<file path="src/rtl/menu_pkg.sv">
// Shared types and default constants for the menu renderer.
package menu_pkg;

   typedef enum logic [1:0] {
      ST_IDLE    = 2'd0,
      ST_NAV     = 2'd1,
      ST_CONFIRM = 2'd2,
      ST_DONE    = 2'd3
   } menu_state_e;

   localparam int          DEF_H_RES      = 1024;
   localparam int          DEF_V_RES      = 768;
   localparam logic [11:0] DEF_BORDER_RGB = 12'hF00;
   localparam logic [11:0] DEF_BG_RGB     = 12'h888;
   localparam logic [11:0] DEF_BTN_RGB    = 12'h186;
   localparam logic [11:0] DEF_SEL_RGB    = 12'hFF0;

endpackage

</file>
<file path="src/rtl/menu_nav_fsm.sv">
// Menu navigation: selection, frame-rate blink and confirm countdown.
//
//   state   | meaning
//   --------+-------------------------------------------------------
//   IDLE    | menu hidden, waiting for menu_enable
//   NAV     | keys move the selection, highlight blinks per frame
//   CONFIRM | highlight solid, counting frames before issuing choice
//   DONE    | choice issued and held, highlight off until disabled
module menu_nav_fsm
   import menu_pkg::*;
#(
   parameter int N_BTN          = 4,
   parameter int BLINK_FRAMES   = 16,
   parameter int CONFIRM_FRAMES = 30
) (
   input  logic                     clk,
   input  logic                     rst_n,
   input  logic                     vblnk_in,
   input  logic                     menu_enable,
   input  logic                     key_up,
   input  logic                     key_down,
   input  logic                     key_enter,
   output logic [$clog2(N_BTN)-1:0] sel_idx,
   output logic [$clog2(N_BTN)-1:0] choice,
   output logic                     choice_valid,
   output logic                     highlight_on,
   output logic                     active
);

   localparam int SEL_W   = $clog2(N_BTN);
   localparam int CNT_MAX = (BLINK_FRAMES > CONFIRM_FRAMES) ? BLINK_FRAMES : CONFIRM_FRAMES;
   localparam int CNT_W   = (CNT_MAX > 2) ? $clog2(CNT_MAX) : 1;

   localparam logic [SEL_W-1:0] SEL_LAST   = SEL_W'(N_BTN - 1);
   localparam logic [CNT_W-1:0] BLINK_LAST = CNT_W'(BLINK_FRAMES - 1);
   localparam logic [CNT_W-1:0] CONF_LAST  = CNT_W'(CONFIRM_FRAMES - 1);

   menu_state_e      state_q, state_d;
   logic [CNT_W-1:0] cnt_q, cnt_d;
   logic             phase_q, phase_d;
   logic [SEL_W-1:0] sel_q, sel_d;
   logic [SEL_W-1:0] choice_q, choice_d;
   logic             valid_q, valid_d;
   logic             vblnk_q;
   logic             tick;

   assign tick = vblnk_in & ~vblnk_q;

   always_ff @(posedge clk or negedge rst_n) begin
      if (!rst_n) begin
         state_q  <= ST_IDLE;
         cnt_q    <= '0;
         phase_q  <= 1'b1;
         sel_q    <= '0;
         choice_q <= '0;
         valid_q  <= 1'b0;
         vblnk_q  <= 1'b0;
      end else begin
         state_q  <= state_d;
         cnt_q    <= cnt_d;
         phase_q  <= phase_d;
         sel_q    <= sel_d;
         choice_q <= choice_d;
         valid_q  <= valid_d;
         vblnk_q  <= vblnk_in;
      end
   end

   always_comb begin
      state_d  = state_q;
      cnt_d    = cnt_q;
      phase_d  = phase_q;
      sel_d    = sel_q;
      choice_d = choice_q;
      valid_d  = 1'b0;
      case (state_q)
         ST_IDLE: begin
            if (menu_enable) begin
               state_d = ST_NAV;
               sel_d   = '0;
               cnt_d   = '0;
               phase_d = 1'b1;
            end
         end
         ST_NAV: begin
            if (!menu_enable) begin
               state_d = ST_IDLE;
            end else if (key_enter) begin
               state_d = ST_CONFIRM;
               cnt_d   = '0;
            end else begin
               // simultaneous up+down cancel out
               if (key_up && !key_down) begin
                  sel_d = (sel_q == '0) ? SEL_LAST : sel_q - SEL_W'(1);
               end else if (key_down && !key_up) begin
                  sel_d = (sel_q == SEL_LAST) ? '0 : sel_q + SEL_W'(1);
               end
               if (tick) begin
                  if (cnt_q == BLINK_LAST) begin
                     cnt_d   = '0;
                     phase_d = ~phase_q;
                  end else begin
                     cnt_d = cnt_q + CNT_W'(1);
                  end
               end
            end
         end
         ST_CONFIRM: begin
            if (!menu_enable) begin
               state_d = ST_IDLE;
            end else if (tick) begin
               if (cnt_q == CONF_LAST) begin
                  choice_d = sel_q;
                  valid_d  = 1'b1;
                  state_d  = ST_DONE;
               end else begin
                  cnt_d = cnt_q + CNT_W'(1);
               end
            end
         end
         ST_DONE: begin
            if (!menu_enable) state_d = ST_IDLE;
         end
         default: state_d = ST_IDLE;
      endcase
   end

   assign sel_idx      = sel_q;
   assign choice       = choice_q;
   assign choice_valid = valid_q;
   assign active       = (state_q != ST_IDLE);
   assign highlight_on = (state_q == ST_NAV) ? phase_q : (state_q == ST_CONFIRM);

endmodule

</file>
<file path="src/rtl/draw_menu_sel.sv">
// Menu renderer: border, background and N_BTN stacked buttons with a
// blinking selection highlight, pixel-aligned with the timing sideband.
module draw_menu_sel
   import menu_pkg::*;
#(
   parameter int          H_RES          = DEF_H_RES,
   parameter int          V_RES          = DEF_V_RES,
   parameter int          BORDER_W       = 3,
   parameter logic [11:0] BORDER_RGB     = DEF_BORDER_RGB,
   parameter logic [11:0] BG_RGB         = DEF_BG_RGB,
   parameter logic [11:0] BTN_RGB        = DEF_BTN_RGB,
   parameter logic [11:0] SEL_RGB        = DEF_SEL_RGB,
   parameter int          N_BTN          = 4,
   parameter int          BTN_X          = 500,
   parameter int          BTN_Y0         = 320,
   parameter int          BTN_W          = 61,
   parameter int          BTN_H          = 31,
   parameter int          BTN_GAP        = 20,
   parameter int          BLINK_FRAMES   = 16,
   parameter int          CONFIRM_FRAMES = 30
) (
   input  logic                     clk,
   input  logic                     rst_n,
   input  logic [10:0]              hcount_in,
   input  logic [9:0]               vcount_in,
   input  logic                     hblnk_in,
   input  logic                     vblnk_in,
   input  logic                     menu_enable,
   input  logic                     key_up,
   input  logic                     key_down,
   input  logic                     key_enter,
   output logic [10:0]              hcount_out,
   output logic [9:0]               vcount_out,
   output logic                     hblnk_out,
   output logic                     vblnk_out,
   output logic [11:0]              rgb_out,
   output logic [$clog2(N_BTN)-1:0] sel_idx,
   output logic [$clog2(N_BTN)-1:0] choice,
   output logic                     choice_valid
);

   localparam int SEL_W = $clog2(N_BTN);

   logic             highlight_on;
   logic             active;
   logic [31:0]      h32, v32;
   logic             in_border;
   logic             in_btn;
   logic [SEL_W-1:0] hit_idx;
   logic [11:0]      rgb_d, rgb_q;
   logic [10:0]      hcount_q;
   logic [9:0]       vcount_q;
   logic             hblnk_q, vblnk_q;

   menu_nav_fsm #(
      .N_BTN          (N_BTN),
      .BLINK_FRAMES   (BLINK_FRAMES),
      .CONFIRM_FRAMES (CONFIRM_FRAMES)
   ) u_nav (
      .clk          (clk),
      .rst_n        (rst_n),
      .vblnk_in     (vblnk_in),
      .menu_enable  (menu_enable),
      .key_up       (key_up),
      .key_down     (key_down),
      .key_enter    (key_enter),
      .sel_idx      (sel_idx),
      .choice       (choice),
      .choice_valid (choice_valid),
      .highlight_on (highlight_on),
      .active       (active)
   );

   assign h32 = {21'd0, hcount_in};
   assign v32 = {22'd0, vcount_in};

   assign in_border = (v32 < BORDER_W) || (v32 > V_RES - 1 - BORDER_W) ||
                      (h32 < BORDER_W) || (h32 > H_RES - 1 - BORDER_W);

   always_comb begin
      in_btn  = 1'b0;
      hit_idx = '0;
      for (int i = 0; i < N_BTN; i++) begin
         if ((h32 >= BTN_X) && (h32 <= BTN_X + BTN_W - 1) &&
             (v32 >= BTN_Y0 + i * (BTN_H + BTN_GAP)) &&
             (v32 <= BTN_Y0 + i * (BTN_H + BTN_GAP) + BTN_H - 1)) begin
            in_btn  = 1'b1;
            hit_idx = SEL_W'(i);
         end
      end
   end

   always_comb begin
      rgb_d = BG_RGB;
      if (hblnk_in || vblnk_in || !active) begin
         rgb_d = 12'h000;
      end else if (in_border) begin
         rgb_d = BORDER_RGB;
      end else if (in_btn) begin
         rgb_d = ((hit_idx == sel_idx) && highlight_on) ? SEL_RGB : BTN_RGB;
      end
   end

   always_ff @(posedge clk or negedge rst_n) begin
      if (!rst_n) begin
         rgb_q    <= '0;
         hcount_q <= '0;
         vcount_q <= '0;
         hblnk_q  <= 1'b0;
         vblnk_q  <= 1'b0;
      end else begin
         rgb_q    <= rgb_d;
         hcount_q <= hcount_in;
         vcount_q <= vcount_in;
         hblnk_q  <= hblnk_in;
         vblnk_q  <= vblnk_in;
      end
   end

   assign rgb_out    = rgb_q;
   assign hcount_out = hcount_q;
   assign vcount_out = vcount_q;
   assign hblnk_out  = hblnk_q;
   assign vblnk_out  = vblnk_q;

endmodule

</file>
<file path="config.mk">
export PLATFORM = sky130hd
export DESIGN_NAME = draw_menu_sel
export DESIGN_NICKNAME = d
export VERILOG_FILES = /design/src/rtl/menu_pkg.sv /design/src/rtl/menu_nav_fsm.sv /design/src/rtl/draw_menu_sel.sv
export SDC_FILE = /design/constraint.sdc
export NUM_CORES = 1
export LEC_CHECK = 0
export CORE_MARGIN = 2
export CORE_UTILIZATION = 35
export DETAILED_ROUTE_END_ITERATION = 7
export GPL_ROUTABILITY_DRIVEN = 0
export MAX_ROUTING_LAYER = met4
export PLACE_DENSITY = 0.71
export SLEW_MARGIN = 5
export SYNTH_ARGS = -nofsm -noshare
export SYNTH_HDL_FRONTEND = slang
export SYNTH_SLANG_ARGS = --single-unit
</file>
<file path="constraint.sdc">
create_clock -name clk -period 2.5 [get_ports clk]
set_input_delay 0.625 -clock clk [delete_from_list [all_inputs] [get_ports clk]]
set_output_delay 0.625 -clock clk [all_outputs]
set_load 0.05 [all_outputs]
</file>
==> run_1/placed.png <==
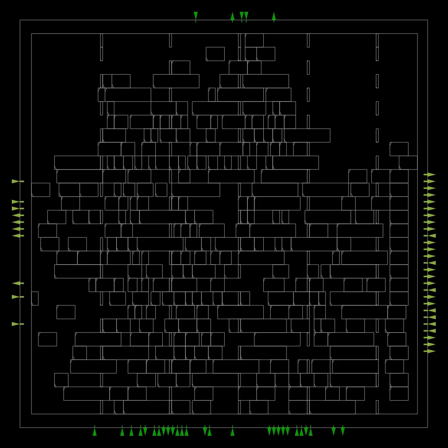
num tapcells: 75
post-layout util: 0.527
Seq area share: 0.347

==> run_1/layers.png <==
Scale: 4 px per um. Only two layers are drawn.
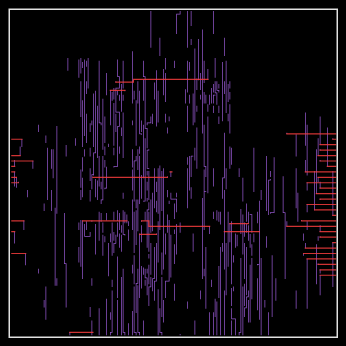
legend:
  red:
    layer: M3
    wire_length: 260 um
  purple:
    layer: M2
    wire_length: 2380 um

==> run_1/closeup.png <==
Region (26, 26) to (56, 56) um. Cells in grey, sequential cells in the stronger grey; small squares are vias.
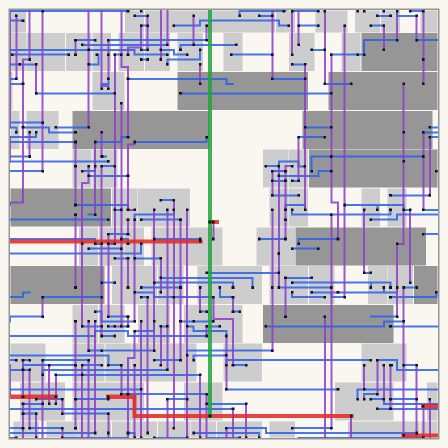
legend:
  blue:
    layer: M1
  green:
    layer: M4
  purple:
    layer: M2
  red:
    layer: M3
sequential cells in the window: 10
cells with their middle in the window: 66
most frequent: dfrtp_1 (9), o21ai_0 (7)
netlist names of flops here include: `rgb_out` (4), `u_nav.cnt_q` (2), `u_nav.sel_idx` (2)

==> Slide: Implementation Results, run 1 <==
Flow Results at a Glance

Drt
  – First DRT Iteration DRCs: 48
  – DRT Wirelength: 5040 um
  – Routed len/inst: 13.4 um
  – ANT nets after route: 0
  – Via count: 1854
  – Detail-routed via count per cell: 4.92
  – DRT Pass-1 Iters: 4

Yosys
  – Post-synthesis sequential area ratio: 0.511
  – Register bit count reported by yosys: 43
  – Commonest cells in the netlist: dfrtp_1 (42), nand2_1 (18), o21ai_0 (18), inv_1 (13), nor2_1 (12)
  – Yosys top cell by instances: dfrtp_1
  – Area leader, netlist: dfrtp_1
  – Avg Inst Size Synth: 10.1 um2
  – EDFF count, synth: 0
  – Post-Synthesis Cell Area: 0.00211 mm2
  – Number of standard cells reported by yosys: 208
  – Synth area leaders: dfrtp_1 (50%), ha_1 (6.5%), o21ai_0 (4.3%)
  – YS chip area: 0.00211 mm2
  – Mapped Cells: 208
  – Area leader share: 0.499
  – Yosys warning tally: 0
  – Main flop type: dfrtp_1

GRT
  – GRT Overall Usage: 0.167
  – Largest net degree at the start of global routing: 23
  – Grt ovf: 0
  – Antenna violations before repair: 0
  – Global-route wire length before repair: 8250 um
  – Vias in the first global route: 1804

Setup path
  – Largest fanout on the critical path: 4
  – CP endpoint kind: flip-flop
  – Critical Path AT: 2.54 ns
  – Critical Path RT: 2.68 ns

Timing
  – Fmax: 424 MHz
  – Final slew viol count: 0
  – Measured slew at the worst slew-check pin: 0.517 ns
  – Tmin final: 2.36 ns
  – Setup_tns: 0 ns
  – Max transition margin: 0.654
  – Final setup vio count: 0
  – Final Hold Viols: 0
  – Fin worst setup slack: 0.140 ns
  – Final worst-path cycle share: 0.944
  – Hold slack: 0.291 ns

Placement
  – IO Port Bufs: 67
  – DP Area: 0.00302 mm2
  – Dpl ws: -0.168 ns
  – Post-detail-place hpwl: 3950 um

CTS
  – CTS Buffer Depth: 2
  – CTS Buf Count: 5
  – CTS tree: yes
  – Setup Buffers After CTS: 0
  – Worst skew pair latency: 0.29 ns
  – # resized after CTS: 0
  – H-tree lvl count: 2
  – Root Buffer: clkbuf_8
  – Clock Sinks: 43
  – Clock slew at reported path FFs: 0.08 ns

Floorplan
  – I/O pin count: 69
  – Die span in y: 81.6 um
  – Core ar.: 0.00589 mm2
  – Total die size: 0.00666 mm2
  – Die width: 81.6 um
  – Fp util: 0.358
  – FP Rows: 28

Final layout
  – Fin nets: 341
  – Syn-to-layout area delta: 47.2%
  – Share of cells above drive strength 1: 0.139
  – Fin area: 0.00310 mm2

Outcome
  – Status: completed

Power and ir drop
  – Pwr Density: 691 mW/mm2
  – P_leak: 1.34 nW
  – Maximum vdd drop: 0.000408 V

Run
  – Tool warnings: 33

Min path
  – Worst Hold Class: primary input to async pin
[run 1: registers in the layout (all words and copies together) (netlist names), 2 cells and up]
signal and count:
vcount_out 10, u_nav.cnt_q 5, rgb_out 7, u_nav.sel_idx 2
u_nav.state_q 2, u_nav.choice 2, hcount_out 11
[run 1: worst max-delay path: stages]
cell	delay [ns]
clkdlybuf4s50_1	0.51
nand3_1	0.09
or2_2	0.31
o41a_1	0.42
or3_1	0.37
o211ai_2	0.11
a21oi_1	0.10
[run 1: final timing paths]
kind	from	endpoint	slack (ns)	cells after the start
max in group asynchronous	rst_n	hcount_out[10]	1.66	2
worst max register to register	u_nav.state_q[1]	u_nav.cnt_q[3]	0.53	8
worst min-delay path	rst_n	vcount_out[5]	0.29	1
worst max-delay path	hcount_in[8]	rgb_out[11]	0.14	7
min in group clk	u_nav.choice[0]	u_nav.choice[0]	0.51	1
worst min register to register	u_nav.choice[0]	u_nav.choice[0]	0.51	1
[run 1: stage by stage]
stage / std cells / total power, mW
floorplan: 208 / 1.40
detailed placement: 369 / 1.73
global placement: 369 / 1.71
finish: 377 / 2.15
CTS: 377 / 2.17
global route: 377 / 2.29
[run 1: metal layers]
layer,wire (um),vias to the layer above,track usage
li1,-,925,-
met1,2320,868,0.202
met2,2380,56,0.280
met3,260,5,0.0330
met4,75,0,0.0550
met5,0,-,-
[run 1: layout by cell type, fill, tap and decap left out, drive strengths merged, types with 3 or more instances in the layout]
cell type / n
clkdlybuf4s50: 66
dfrtp: 42
buf: 29
o21ai: 19
nand2: 18
inv: 13
nor2: 12
ha: 11
nand3: 10
a21oi: 7
nor3: 7
clkbuf: 6
nand2b: 5
or3: 4
nor2b: 4
nor4: 3
and3: 3
a31oi: 3
[run 1: power breakdown]
| group | switching [mW] | leakage [nW] | internal [mW] | total (mW) |
|---|---|---|---|---|
| combinational | 0.524 | 0.756 | 0.357 | 0.882 |
| sequential | 0.0627 | 0.539 | 0.770 | 0.832 |
| clock | 0.236 | 0.0412 | 0.195 | 0.431 |
| total | 0.823 | 1.34 | 1.32 | 2.15 |
[run 1: cell families (layout without fill, tap and decap cells)]
group                      count (synthesis)  after routing  share of synthesized area
and+or+nand+nor                           79             79                      0.196
AOI/OAI and AO/OA                         46             46                      0.147
DFF                                       43             43                      0.511
buffers and inverters                     22            116                     0.0510
adders and majority gates                 11             11                     0.0653
muxes                                      4              4                     0.0202
xor gates and xnor gates                   2              2                    0.00831
other                                      1              1                    0.00178
[run 1: cell type report]
cell class              instances  area (um2)
well taps                      75        93.8
clock buffers                   6        72.6
flip-flops and latches         43        1080
fillers                       547        2780
multi-input cells             143         923
repair buffers                 95         876
inverters                      13        48.8
clock inverters                 2        12.5
--- run 2 (diff from run 1) ---
- PLACE_DENSITY: 0.71 -> 0.7
- SYNTH_HIERARCHICAL: default -> 1
==> run_2/placed.png <==
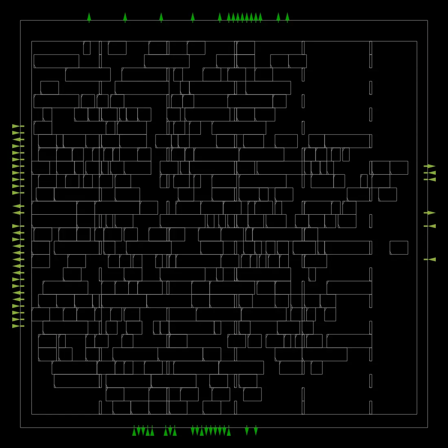
final instance count without filler cells: 357
registers: 44
Seq area share: 0.345
Core ar.: 0.00599 mm2

==> run_2/route_heat.png <==
Scale: 3 px per um. 17 x 17 tiles, from dark purple (low) to yellow (high), scaled to the fullest tile. Values are wire area over tile area, all layers added.
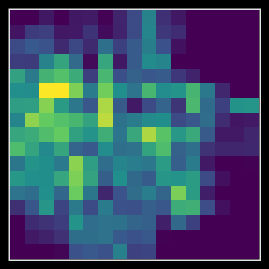
emptiest ninth of the die: top right
nearly empty tiles: 23%
densest ninth of the die: left middle
fullest tile: 0.39

==> run_2/closeup.png <==
Region (27, 27) to (57, 57) um. Cells in grey, sequential cells in the stronger grey; small squares are vias.
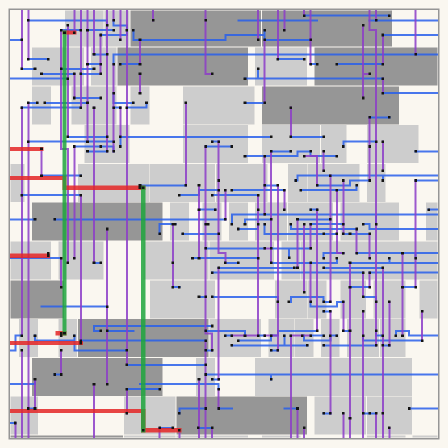

==> run 2 against run 1 <==
Compared with the run above:
- register-to-register slack got worse by 0.13 ns
- via count decreased by 5.2%
- non-clock buffer count decreased by 10
- sequential share of layout area decreased by 0.22 points
- global-route usage decreased by 1.3 points
- largest power group is now sequential cells
==> Slide: Implementation Results, run 2 <==
Flow Results at a Glance

Final layout
  – Top cell excl fill/tap: clkdlybuf4s50_1 (unchanged)
  – Comb gate area: 996 um2 (was 923 um2)
  – Most frequent cells in the layout: clkdlybuf4s50_1 (66), dfrtp_1 (43), buf_4 (18) (was clkdlybuf4s50_1 (66), dfrtp_1 (42), buf_4 (28))
  – Max reg flops: 11 (unchanged)
  – Reg area: 0.00110 mm2 (was 0.00108 mm2)
  – Post-layout util: 0.534 (was 0.527)
  – Share of cells above drive strength 1: 0.156 (was 0.139)

Timing
  – Hold slack: 0.343 ns (was 0.291 ns)
  – Final setup vio count: 0 (unchanged)
  – Final slew viol count: 0 (unchanged)
  – Measured slew at the worst slew-check pin: 0.626 ns (was 0.517 ns)
  – Tmin final: 2.27 ns (was 2.36 ns)
  – Setup_tns: 0 ns (unchanged)
  – Final worst-path cycle share: 0.909 (was 0.944)

GRT
  – Grt ovf: 0 (unchanged)
  – Global-route wire length before repair: 8500 um (was 8250 um)
  – Antenna violations before repair: 0 (unchanged)
  – Largest net degree at the start of global routing: 29 (was 23)

Placement
  – Post-detail-place hpwl: 3980 um (was 3950 um)
  – Placed insts: 349 (was 369)

Floorplan
  – Fp util: 0.366 (was 0.358)
  – Total die size: 0.00691 mm2 (was 0.00666 mm2)
  – FP Rows: 28 (unchanged)
  – I/O pin count: 69 (unchanged)
  – Die width: 83.1 um (was 81.6 um)

Yosys
  – Post-Synthesis Cell Area: 0.00219 mm2 (was 0.00211 mm2)
  – Number of standard cells reported by yosys: 195 (was 208)
  – Main flop type: dfrtp_1 (unchanged)
  – EDFF count, synth: 0 (unchanged)
  – YS chip area: 0.00219 mm2 (was 0.00211 mm2)
  – Mapped Cells: 195 (was 208)
  – Commonest cells in the netlist: dfrtp_1 (43), nor2_1 (14), ha_1 (12), inv_1 (12), nand2_1 (9) (was dfrtp_1 (42), nand2_1 (18), o21ai_0 (18), inv_1 (13), nor2_1 (12))
  – Avg Inst Size Synth: 11.2 um2 (was 10.1 um2)
  – Post-synthesis sequential area ratio: 0.503 (was 0.511)
  – Synth area leaders: dfrtp_1 (49%), ha_1 (6.8%), nor2_1 (2.4%) (was dfrtp_1 (50%), ha_1 (6.5%), o21ai_0 (4.3%))
  – Area leader, netlist: dfrtp_1 (unchanged)
  – Register bit count reported by yosys: 44 (was 43)
  – Yosys warning tally: 6 (was 0)

Drt
  – ANT nets after route: 0 (unchanged)
  – DRT Wirelength: 4910 um (was 5040 um)
  – DRT Pass-1 Iters: 4 (unchanged)
  – Via count: 1757 (was 1854)
  – Detail-routed via count per cell: 4.92 (about the same)
  – First DRT Iteration DRCs: 50 (was 48)
  – Routed len/inst: 13.8 um (was 13.4 um)

Setup path
  – Max stage delay cell, worst path: clkdlybuf4s50_1 (unchanged)
  – Slowest stage delay, CP: 0.86 ns (was 0.51 ns)
  – Crit-path cells: clkdlybuf4s50_1 (was clkdlybuf4s50_1 -> nand3_1 -> or2_2 -> o41a_1 -> or3_1 -> o211ai_2 -> a21oi_1)
  – Critical Path AT: 1.65 ns (was 2.54 ns)
  – CP bufs+invs: 1 (unchanged)
  – CP top delay family: buffers and inverters (was simple AND/OR/NAND/NOR gates)
  – Critical Path RT: 1.88 ns (was 2.68 ns)
  – Largest fanout on the critical path: 8 (was 4)

Run
  – Tool warnings: 33 (unchanged)

Power and ir drop
  – Maximum vdd drop: 0.000387 V (was 0.000408 V)
  – Power Internal: 1.66 mW (was 1.32 mW)
  – Sequential share of power: 0.352 (was 0.388)
  – Psw: 0.793 mW (was 0.823 mW)
  – Pwr Density: 766 mW/mm2 (was 691 mW/mm2)
  – Clock power frac: 0.301 (was 0.201)
  – P_leak: 1.37 nW (was 1.34 nW)

CTS
  – Worst skew pair latency: 0.29 ns (about the same)
  – Root Buffer: clkbuf_8 (unchanged)
  – CTS Buf Count: 5 (unchanged)
  – Setup Buffers After CTS: 0 (unchanged)
  – CTS tree: yes (unchanged)
  – H-tree lvl count: 2 (unchanged)

Outcome
  – Status: completed (unchanged)

Min path
  – Worst Hold Class: primary input to async pin (unchanged)
==> run 2: cell types whose count changed in the layout (fill, tap and decap cells not counted), sizes merged, moves of 3 or more <==
cell / delta
nand3: -4
o21ai: -12
nand2: -9
mux2: +3
nor2: +3
buf: -10
o22ai: +4
bufinv: +3
==> run 2: routing by layer <==
layer | track usage | vias to the layer above | wire, um
li1 | - | 865 | -
met1 | 0.178 | 839 | 2090
met4 | 0.0373 | 0 | 51
met3 | 0.0437 | 6 | 267
met5 | - | - | 0
met2 | 0.265 | 47 | 2500
==> run 2: layout make-up <==
class,count,share of cell area
clock buffers,5,0.0215
multi-input cells,133,0.312
repair buffers,85,0.250
clock inverters,3,0.0282
flip-flops and latches,44,0.345
inverters,12,0.0141
well taps,75,0.0294
==> run 2: through the flow <==
step,cell area [um2],power [mW],setup slack (ns)
after global routing,3200,2.61,0.121
after global placement,3040,1.71,0.0202
after detailed placement,3040,1.73,-0.0394
final,3200,2.45,0.228
after CTS,3200,2.48,0.201
after floorplan,2190,1.47,0.638
==> run 2: logic make-up after synthesis <==
logic type	count (synthesis)	share of synthesized area
buffers and inverters	18	0.0428
AND/OR/NAND/NOR	72	0.193
other	1	0.00171
AND-OR/OR-AND	37	0.135
flip-flops	44	0.503
XOR/XNOR	2	0.00799
multiplexers	9	0.0474
adder cells (fa/ha/maj)	12	0.0685
==> run 2: power by group through the flow <==
stage / logic [mW] / registers, mW / clock network, mW
finish: 0.849 / 0.863 / 0.738
global route: 0.936 / 0.877 / 0.795
CTS: 0.856 / 0.865 / 0.762
detailed placement: 0.853 / 0.879 / 0
global placement: 0.836 / 0.875 / 0
floorplan: 0.452 / 1.01 / 0
==> run 2: worst paths after layout <==
| kind | from | end | slack, ns | depth (start not counted) |
|---|---|---|---|---|
| max | u_nav/sel_idx[1] | sel_idx[1] | 0.23 | 1 |
| min | rst_n | vcount_out[4] | 0.34 | 1 |
| max reg2reg | u_nav/state_q[1] | u_nav/cnt_q[4] | 0.40 | 6 |
| min reg2reg | u_nav/choice[0] | u_nav/choice[0] | 0.50 | 1 |
| max in group asynchronous | rst_n | u_nav/phase_q | 1.51 | 2 |
| min in group clk | u_nav/choice[0] | u_nav/choice[0] | 0.50 | 1 |
--- run 3 (diff from run 2) ---
- DONT_BUFFER_PORTS: default -> 1
- PLACE_DENSITY: 0.7 -> 0.56
==> run_3/placed.png <==
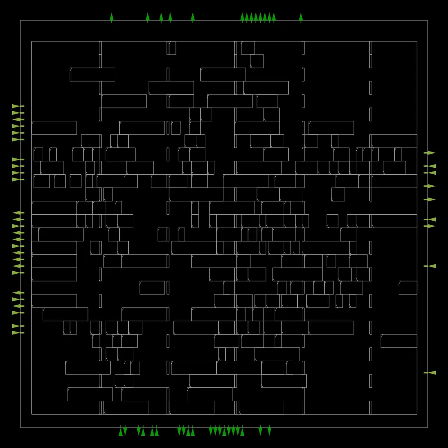
post-layout util: 0.405
final instance count without filler cells: 279
Seq area share: 0.454

==> run_3/route_heat.png <==
Scale: 3 px per um. 17 x 17 tiles, from dark purple (low) to yellow (high), scaled to the fullest tile. Values are wire area over tile area, all layers added.
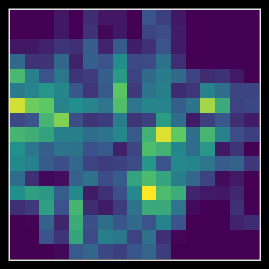
DRT Wirelength: 4480 um
via count: 1472
GRT Overall Usage: 0.145
routed len/inst: 16.0 um

==> run_3/closeup.png <==
Region (27, 27) to (57, 57) um. Cells in grey, sequential cells in the stronger grey; small squares are vias.
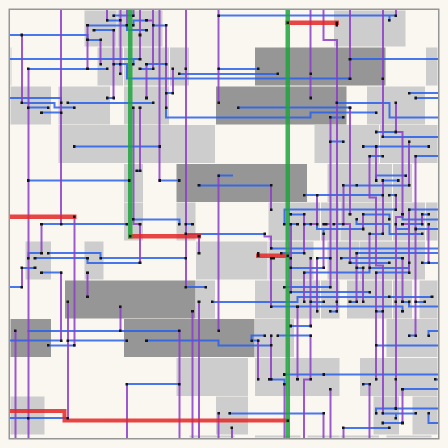

==> run 3 against run 2 <==
Compared with the run above:
- global-route usage decreased by 0.89 points
- critical path type is now flip-flop to flip-flop
- via count is 16% lower
- critical path depth grew 5
- largest cell class unchanged
- first-iteration DRC count increased by 32%
- clock-buffer cell count grew 1
- cell area fell by 24%
- sequential share of layout area is 11 points higher
- sequential power increased by 14%
==> Slide: Implementation Results, run 3 <==
Flow Results at a Glance

Outcome
  – Status: completed (unchanged)

Drt
  – Met3 wire length: 292 um (was 267 um)
  – DR top layer: met4 (unchanged)
  – First DRT Iteration DRCs: 66 (was 50)
  – Met2 wire len: 2110 um (was 2500 um)
  – Routed length on met1: 2000 um (was 2090 um)
  – DRT Pass-1 Iters: 4 (unchanged)

GRT
  – Grt ovf: 0 (unchanged)
  – Antenna violations before repair: 0 (unchanged)
  – Largest net degree at the start of global routing: 36 (was 29)
  – Vias in the first global route: 1569 (was 1867)

Yosys
  – YS chip area: 0.00219 mm2 (unchanged)
  – EDFF count, synth: 0 (unchanged)
  – Register bit count reported by yosys: 44 (unchanged)
  – Area leader, netlist: dfrtp_1 (unchanged)
  – Yosys top cell by instances: dfrtp_1 (unchanged)
  – Post-Synthesis Cell Area: 0.00219 mm2 (unchanged)
  – Yosys warning tally: 6 (unchanged)
  – Synth area leaders: dfrtp_1 (49%), ha_1 (6.8%), nor2_1 (2.4%) (unchanged)
  – Post-synthesis sequential area ratio: 0.503 (unchanged)
  – Commonest cells in the netlist: dfrtp_1 (43), nor2_1 (14), ha_1 (12), inv_1 (12), nand2_1 (9) (unchanged)
  – Number of standard cells reported by yosys: 195 (unchanged)

Timing
  – Max transition margin: 0.547 (was 0.583)
  – Measured slew at the worst slew-check pin: 0.679 ns (was 0.626 ns)
  – Final slew viol count: 0 (unchanged)
  – Final Hold Viols: 0 (unchanged)
  – Fmax: 471 MHz (was 440 MHz)
  – Setup_tns: 0 ns (unchanged)
  – Tmin final: 2.12 ns (was 2.27 ns)
  – Final worst-path cycle share: 0.849 (was 0.909)
  – Hold slack: 0.143 ns (was 0.343 ns)

Setup path
  – Critical Path RT: 2.69 ns (was 1.88 ns)
  – CP endpoint kind: flip-flop (was output port)
  – Critical Path AT: 2.31 ns (was 1.65 ns)
  – Slowest stage delay, CP: 0.44 ns (was 0.86 ns)
  – CP top delay family: simple AND/OR/NAND/NOR gates (was buffers and inverters)

Power and ir drop
  – Maximum vdd drop: 0.000406 V (was 0.000387 V)
  – Pwr Density: 883 mW/mm2 (was 766 mW/mm2)
  – Tot Pwr: 2.14 mW (was 2.45 mW)

CTS
  – CTS Buffer Depth: 2 (unchanged)
  – Worst skew pair latency: 0.30 ns (was 0.29 ns)
  – CTS tree: yes (unchanged)
  – CTS Buf Count: 5 (unchanged)
  – H-tree lvl count: 2 (unchanged)
  – Clock Sinks: 44 (unchanged)
  – Root Buffer: clkbuf_8 (unchanged)

Placement
  – Post-detail-place hpwl: 3240 um (was 3980 um)
  – DP Area: 0.00227 mm2 (was 0.00304 mm2)
  – Dpl ws: 0.389 ns (was -0.0394 ns)
  – Placed insts: 269 (was 349)
  – IO Port Bufs: 0 (was 67)

Floorplan
  – Die span in y: 83.1 um (unchanged)
  – Total die size: 0.00691 mm2 (unchanged)
  – I/O pin count: 69 (unchanged)
  – Die width: 83.1 um (unchanged)
  – Fp util: 0.366 (unchanged)
  – FP Rows: 28 (unchanged)
  – Core ar.: 0.00599 mm2 (unchanged)

Run
  – Tool warnings: 33 (unchanged)

Final layout
  – Fin nets: 244 (was 322)
  – Max reg flops: 11 (unchanged)
  – Fin area: 0.00243 mm2 (was 0.00320 mm2)
  – Top cell excl fill/tap: dfrtp_1 (was clkdlybuf4s50_1)
  – # fillers: 573 (was 519)
  – Most frequent cells in the layout: dfrtp_1 (43), nor2_1 (14), inv_1 (12), ha_1 (12), nand2_1 (9) (was clkdlybuf4s50_1 (66), dfrtp_1 (43), buf_4 (18))
run 3: final timing paths:
| check | endpoint | slack (ns) | depth (start not counted) |
|---|---|---|---|
| worst max register to register | u_nav/cnt_q[1] | 0.38 | 6 |
| min in group clk | hcount_out[8] | 0.34 | 0 |
| max in group asynchronous | u_nav/state_q[1] | 1.56 | 1 |
| worst min-delay path | u_nav/cnt_q[4] | 0.14 | 1 |
| worst min register to register | u_nav/cnt_q[3] | 0.53 | 1 |
| worst max-delay path | u_nav/cnt_q[1] | 0.38 | 6 |
run 3: cells by family after synthesis:
| kind of cell | count (synthesis) | share of synthesized area |
|---|---|---|
| adders and majority gates | 12 | 0.0685 |
| muxes | 9 | 0.0474 |
| xor gates and xnor gates | 2 | 0.00799 |
| buffers and inverters | 18 | 0.0428 |
| DFF | 44 | 0.503 |
| other | 1 | 0.00171 |
| and+or+nand+nor | 72 | 0.193 |
| AOI/OAI and AO/OA | 37 | 0.135 |
run 3: area by class of cell:
type | instances | area [um2] | area share
Sequential cell | 44 | 1100 | 0.454
Multi-Input combinational cell | 133 | 996 | 0.411
Tap cell | 75 | 93.8 | 0.0387
Clock buffer | 6 | 82.6 | 0.0340
Timing Repair Buffer | 7 | 67.6 | 0.0278
Inverter | 12 | 45.0 | 0.0186
Clock inverter | 2 | 38.8 | 0.0160
run 3: power breakdown:
part	internal (mW)	total [mW]	switching (mW)	leakage [nW]
clock network	0.327	0.575	0.248	0.0614
registers	0.790	0.982	0.192	0.548
logic	0.260	0.585	0.326	0.444
total	1.38	2.14	0.766	1.05
run 3: timing repair:
action                                  in CTS  in global routing
endpoints found under the hold margin       35                  8
resized                                      0                  0
endpoints found under the setup margin       0                  0
buffers inserted                             0                  0
hold buffers                                 1                  1
run 3: worst reg2reg max path: cells and delay by family (launching register included):
kind,cells,cell delay (ns)
multiplexers,1,0.30
buffers and inverters,1,0.12
AND/OR/NAND/NOR,2,0.62
flip-flops,1,0.41
adder cells (fa/ha/maj),1,0.44
AND-OR/OR-AND,1,0.12
run 3: metal layers:
layer,GRT usage,up-vias
met5,-,-
met4,0.0492,0
met3,0.0537,7
met2,0.224,48
met1,0.176,713
li1,-,704

==> gallery <==
Selected gate families.
Scale: 4 px per um.
panel A
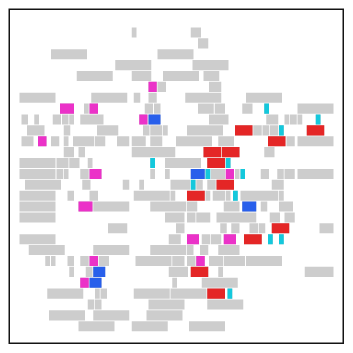
panel B
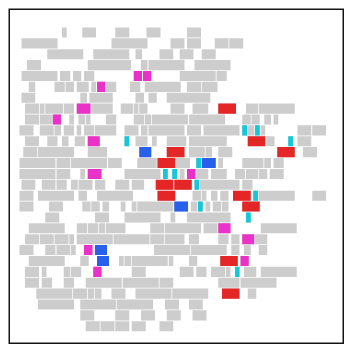
panel C
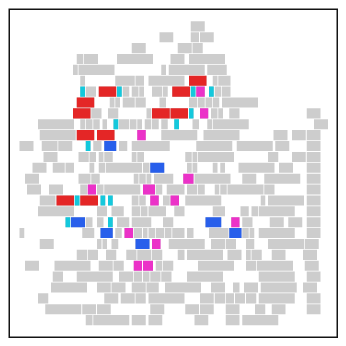
The one with the fewest cells is panel A.
- run 2 = panel B
- run 1 = panel C
- run 3 = panel A

Key to panel A:
legend:
  cyan:
    family: inv cells
    cells: 12
    most_used: inv_1
  magenta:
    family: and/or cells
    cells: 13
    most_used: or3_1
  blue:
    family: non-inverting ao/oa cells
    cells: 5
  red:
    family: fa/ha/maj cells
    cells: 12
    most_used: ha_1

No activity file was given, so power comes from the tool's default toggle rates.
